===== config.mk =====
export PLATFORM = sky130hd
export DESIGN_NAME = fx_sqrt_seq_flat
export DESIGN_NICKNAME = d
export VERILOG_FILES = /design/src/rtl/fx_sqrt_seq_if.sv /design/src/rtl/fx_sqrt_seq.sv /design/src/flat_wrapper.sv
export SDC_FILE = /design/constraint.sdc
export NUM_CORES = 1
export LEC_CHECK = 0
export ABC_AREA = 1
export CELL_PAD_IN_SITES_DETAIL_PLACEMENT = 1
export CELL_PAD_IN_SITES_GLOBAL_PLACEMENT = 2
export CORE_UTILIZATION = 29
export CTS_BUF_LIST = sky130_fd_sc_hd__clkbuf_8 sky130_fd_sc_hd__clkbuf_16
export DETAILED_ROUTE_END_ITERATION = 6
export GPL_TIMING_DRIVEN = 0
export PLACE_DENSITY_LB_ADDON = 0.1
export SETUP_SLACK_MARGIN = 0.1
export SLEW_MARGIN = 30
export SYNTH_ARGS = -nofsm -noshare
export SYNTH_HDL_FRONTEND = slang
export SYNTH_SLANG_ARGS = --single-unit

===== constraint.sdc =====
create_clock -name clk -period 2.5 [get_ports clk]
set_clock_uncertainty 0.05 [all_clocks]
set_input_delay 0.5 -clock clk [delete_from_list [all_inputs] [get_ports clk]]
set_output_delay 0.5 -clock clk [all_outputs]
set_load 0.1 [all_outputs]

===== src/rtl/fx_sqrt_seq_if.sv =====
// fx_sqrt_seq_if: start/valid handshake and data bus for the sequential square root.
// The requester (pixel_gen) uses the master modport; fx_sqrt_seq uses the slave modport.
interface fx_sqrt_seq_if #(
  parameter int WIDTH = 32
);
  logic             start;
  logic [WIDTH-1:0] rad;
  logic             busy;
  logic             valid;
  logic [WIDTH-1:0] root;
  logic [WIDTH-1:0] rem;

  modport master (
    output start,
    output rad,
    input  busy,
    input  valid,
    input  root,
    input  rem
  );

  modport slave (
    input  start,
    input  rad,
    output busy,
    output valid,
    output root,
    output rem
  );
endinterface


===== src/rtl/fx_sqrt_seq.sv =====
// fx_sqrt_seq: sequential Q(WIDTH-FBITS).FBITS square root, restoring digit-by-digit,
// one root bit per clock. Returns root (zero-extended) and integer remainder
// (rad<<FBITS) - root_raw^2.
// Optional feature macro: FX_SQRT_ROUND_EN adds a ROUND state that rounds the root
// to nearest (rem still reports the truncated remainder), costing one extra cycle.
//
// state | meaning
// ------+------------------------------------------------------------
// IDLE  | waiting for start, busy=0
// CALC  | ITER iterations, then one cycle to register the result
// ROUND | (FX_SQRT_ROUND_EN only) round root to nearest, register result
// DONE  | valid=1 for one cycle, busy=0; start here begins the next op
module fx_sqrt_seq #(
  parameter int WIDTH = 32,
  parameter int FBITS = 16
) (
  input  logic          clk,
  input  logic          rst,
  fx_sqrt_seq_if.slave  bus
);

  localparam int XW   = WIDTH + FBITS;
  localparam int ITER = XW / 2;
  localparam int RW   = WIDTH + 2;
  localparam int CW   = $clog2(ITER + 1);

  typedef enum logic [1:0] {
    S_IDLE  = 2'd0,
    S_CALC  = 2'd1,
    S_ROUND = 2'd2,
    S_DONE  = 2'd3
  } state_t;

  state_t            state_q, state_d;
  logic [CW-1:0]     cnt_q, cnt_d;
  logic [XW-1:0]     x_q, x_d;
  logic [RW-1:0]     rem_p_q, rem_p_d;
  logic [ITER-1:0]   q_q, q_d;
  logic [WIDTH-1:0]  root_q, root_d;
  logic [WIDTH-1:0]  rem_q, rem_d;

  logic [RW-1:0]     rem_s;
  logic [RW-1:0]     trial;
  logic              take;
  logic              busy;
  logic              valid;

  // One restoring step: bring in the next radicand digit pair, try subtracting {q,01}.
  always_comb begin
    rem_s = {rem_p_q[RW-3:0], x_q[XW-1 -: 2]};
    trial = RW'({q_q, 2'b01});
    take  = (rem_s >= trial);
  end

  // Next-state, datapath update and handshake outputs.
  always_comb begin
    state_d = state_q;
    cnt_d   = cnt_q;
    x_d     = x_q;
    rem_p_d = rem_p_q;
    q_d     = q_q;
    root_d  = root_q;
    rem_d   = rem_q;
    busy    = 1'b0;
    valid   = 1'b0;

    unique case (state_q)
      S_IDLE: begin
        if (bus.start) begin
          state_d = S_CALC;
          cnt_d   = CW'(ITER);
          x_d     = {bus.rad, {FBITS{1'b0}}};
          rem_p_d = '0;
          q_d     = '0;
        end
      end

      S_CALC: begin
        busy = 1'b1;
        if (cnt_q != '0) begin
          cnt_d   = cnt_q - 1'b1;
          x_d     = {x_q[XW-3:0], 2'b00};
          rem_p_d = take ? (rem_s - trial) : rem_s;
          q_d     = {q_q[ITER-2:0], take};
        end else begin
`ifdef FX_SQRT_ROUND_EN
          // Raw root/remainder stay in q/rem_p; ROUND registers the outputs so
          // root does not change twice while busy.
          state_d = S_ROUND;
`else
          state_d = S_DONE;
          root_d  = WIDTH'(q_q);
          rem_d   = WIDTH'(rem_p_q);
`endif
        end
      end

      S_ROUND: begin
        busy    = 1'b1;
        state_d = S_DONE;
`ifdef FX_SQRT_ROUND_EN
        root_d  = WIDTH'(q_q) + WIDTH'(rem_p_q > RW'(q_q));
        rem_d   = WIDTH'(rem_p_q);
`endif
      end

      S_DONE: begin
        valid = 1'b1;
        if (bus.start) begin
          state_d = S_CALC;
          cnt_d   = CW'(ITER);
          x_d     = {bus.rad, {FBITS{1'b0}}};
          rem_p_d = '0;
          q_d     = '0;
        end else begin
          state_d = S_IDLE;
        end
      end

      default: state_d = S_IDLE;
    endcase
  end

  // State and datapath registers; reset also aborts an operation in flight.
  always_ff @(posedge clk) begin
    if (rst) begin
      state_q <= S_IDLE;
      cnt_q   <= '0;
      x_q     <= '0;
      rem_p_q <= '0;
      q_q     <= '0;
      root_q  <= '0;
      rem_q   <= '0;
    end else begin
      state_q <= state_d;
      cnt_q   <= cnt_d;
      x_q     <= x_d;
      rem_p_q <= rem_p_d;
      q_q     <= q_d;
      root_q  <= root_d;
      rem_q   <= rem_d;
    end
  end

  assign bus.busy  = busy;
  assign bus.valid = valid;
  assign bus.root  = root_q;
  assign bus.rem   = rem_q;

endmodule


===== src/flat_wrapper.sv =====
// flat-port wrapper written by rule: the top's interface ports become plain ports
module fx_sqrt_seq_flat 
#(
  parameter int WIDTH = 32,
  parameter int FBITS = 16
)
  (clk, rst, bus_start, bus_rad, bus_busy, bus_valid, bus_root, bus_rem);
  fx_sqrt_seq_if #(.WIDTH(WIDTH)) bus_i ();
  input  logic clk;
  input  logic rst;
  input wire logic [$bits(bus_i.start)-1:0] bus_start;
  input wire logic [$bits(bus_i.rad)-1:0] bus_rad;
  output wire logic [$bits(bus_i.busy)-1:0] bus_busy;
  output wire logic [$bits(bus_i.valid)-1:0] bus_valid;
  output wire logic [$bits(bus_i.root)-1:0] bus_root;
  output wire logic [$bits(bus_i.rem)-1:0] bus_rem;
  assign bus_i.start = bus_start;
  assign bus_i.rad = bus_rad;
  assign bus_busy = bus_i.busy;
  assign bus_valid = bus_i.valid;
  assign bus_root = bus_i.root;
  assign bus_rem = bus_i.rem;
  fx_sqrt_seq #(.WIDTH(WIDTH), .FBITS(FBITS)) u_core (.clk(clk), .rst(rst), .bus(bus_i));
endmodule

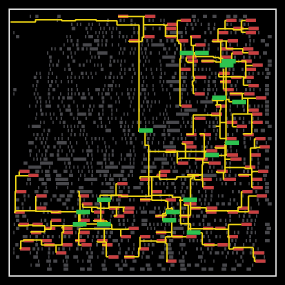
clock_map.png
Scale: 1.5 px per um.
- green: cells driving clock nets (count 17)
- yellow: clock wires (length 2,190 um)
- red: flip-flops (count 151)
- routed clock nets: 18
- flops lie: spread over the die

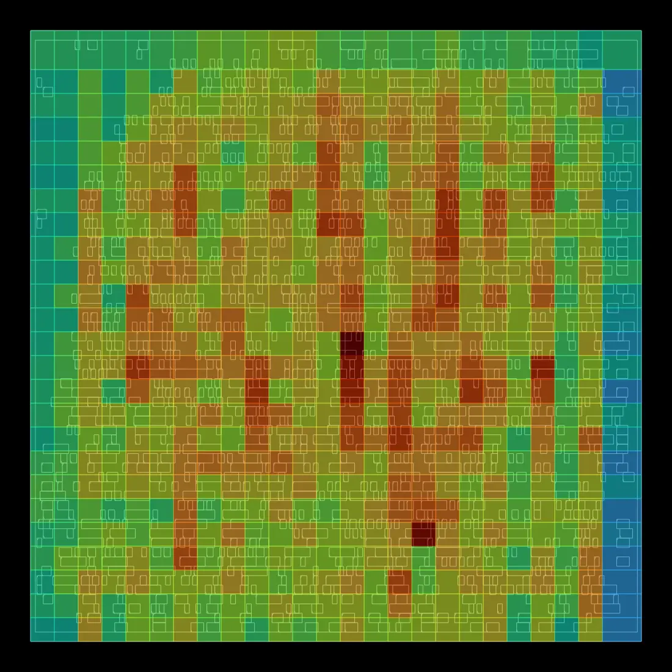
final_congestion.png
gr usage total: 0.215
grt met2 use: 0.340
M1 GR Usage: 0.310
gr busiest metal: met2

==> Slide: Implementation Results <==
Implementation Results

Setup path
  • CP cell instances: inv_1, ha_2, clkdlybuf4s15_2
  • Reg-to-reg slack, setup: 0.25 ns
  • CP Class: reg -> out
  • WP buf/inv: 2
  • Cell family with the largest share of critical-path delay: buffers and inverters
  • Worst path max stage delay: 0.55 ns

Route
  • Via Count: 8,906
  • Post-route ant nets: 0
  • WL final: 32,900 um
  • Detailed Routing Iterations Pass 1: 5
  • DR WL/cell: 17.3 um
  • DRC Markers: 0

Power
  • Total power density per cell area: 1600 nW/um^2
  • Static leakage: 5.21 nW
  • Worst VDD drop: 0.000582 V
  • Tot Pwr: 18.4 mW

CTS
  • CTS tree: yes
  • CTS Buf Count: 17
  • CTS Root Cell: clkbuf_16
  • H-tree levels: 4

Synthesis
  • Largest cells by area after synthesis: dfxtp_1 34%, nand2_1 18%, inv_1 8.8%, a21oi_1 7.8%, o21ai_0 5.1%
  • Yosys stat cell total: 1,365
  • Synth area leader: dfxtp_1
  • Synthesized area: 8870 sq um
  • Synth Area in Simple Gates: 0.300
  • FA/HA/MAJ Cells, Area Fraction: 0.0465
  • Main flop type: dfxtp_1
  • Synth unique cells: 37

Final timing
  • Final Max Slew Viols: 0
  • Final hold violation count: 0
  • Min Tclk post-route: 2.33 ns
  • RSZ-0062 raised after global routing: false
  • Fin Hold WS: 0.391 ns

Final layout
  • Register area: 3080 sq um
  • Final #Nets: 1,565
  • Synth-to-layout area growth: 30.1%
  • Ant diodes: 0

Die
  • Core Area: 29,900 sq um
  • FP Core Util: 0.297

Global routing
  • Largest net degree at the start of global routing: 17
  • First-pass GRT wire length: 51,100 um
  • Initial antenna violation count: 0

Hold path
  • HP Class: reg -> reg

Placement
  • Post-DP HPWL: 26,400 um

Run
  • Tool Warnings: 33

Status
  • Status: completed
-- cell type report --
| cell class | count | area share |
|---|---|---|
| repair buffers | 106 | 0.0875 |
| multi-input cells | 924 | 0.444 |
| clock buffers | 18 | 0.0380 |
| well taps | 390 | 0.0423 |
| inverters | 230 | 0.0752 |
| clock inverters | 12 | 0.0132 |
| plain buffers | 67 | 0.0333 |
| flip-flops and latches | 151 | 0.267 |
-- tightest hold or removal path, cell delays in order, from the launching register on --
cell	delay, ns
dfxtp_1	0.30
inv_1	0.04
a21oi_1	0.05
-- report_power, final --
group / internal, mW / switching, mW / total, mW / leakage (nW)
clock: 1.58 / 1.06 / 2.65 / 0.280
sequential: 3.06 / 0.446 / 3.51 / 1.25
combinational: 3.67 / 8.62 / 12.3 / 3.68
total: 8.31 / 10.1 / 18.4 / 5.21
-- state kept, by name, summed over array words and instances (netlist names) --
name,count
u_core.bus.rem,32
u_core.rem_p_q,32
u_core.q_q,24
u_core.state_q,2
u_core.cnt_q,5
u_core.bus.root,24
u_core.x_q,32
-- layout by cell type, fill, tap and decap left out, types with 29 or more instances in the layout --
cell type | netlist | layout
clkdlybuf4s50_1 | 0 | 33
inv_1 | 209 | 197
nor2_1 | 46 | 42
o21ai_0 | 90 | 90
a21oi_1 | 139 | 137
nand3_1 | 55 | 50
dlygate4sd2_1 | 0 | 56
inv_2 | 19 | 29
dfxtp_1 | 151 | 122
nand2_1 | 415 | 396
clkbuf_1 | 36 | 31
-- worst paths after layout --
| check | cells past startpoint | start | to |
|---|---|---|---|
| max | 3 | u_core.state_q[0] | bus_busy |
| min | 2 | u_core.bus.root[16] | u_core.bus.root[16] |
| max reg2reg | 11 | u_core.state_q[0] | u_core.x_q[29] |
| min reg2reg | 2 | u_core.bus.root[16] | u_core.bus.root[16] |
-- metal layers --
metal  up-vias  routed length (um)
li1       4526                   -
met1      4252               17000
met2       105               14800
met3        23                 722
met4         0                 417
met5         -                   0
-- cell families after synthesis --
group | after synthesis
simple gates | 598
buf+inv | 297
compound gates | 272
flops | 151
fa+ha+maj | 33
xor+xnor | 13
other cells | 1
-- through the flow --
stage	setup TNS, ns	area, sq um
2_1_floorplan	0	8900
3_3_place_gp	-1.33	10300
3_5_place_dp	-1.87	10300
4_1_cts	0	11100
5_1_grt	0	11500
6_report	0	11500
-- timing repair --
action	CTS	global route
pin swaps	3	14
endpoints found under the setup margin	108	78
resized	113	95
endpoints found under the hold margin	0	0
gates cloned	0	2
buffers inserted	3	10
Power and IR drop assume default switching activity.
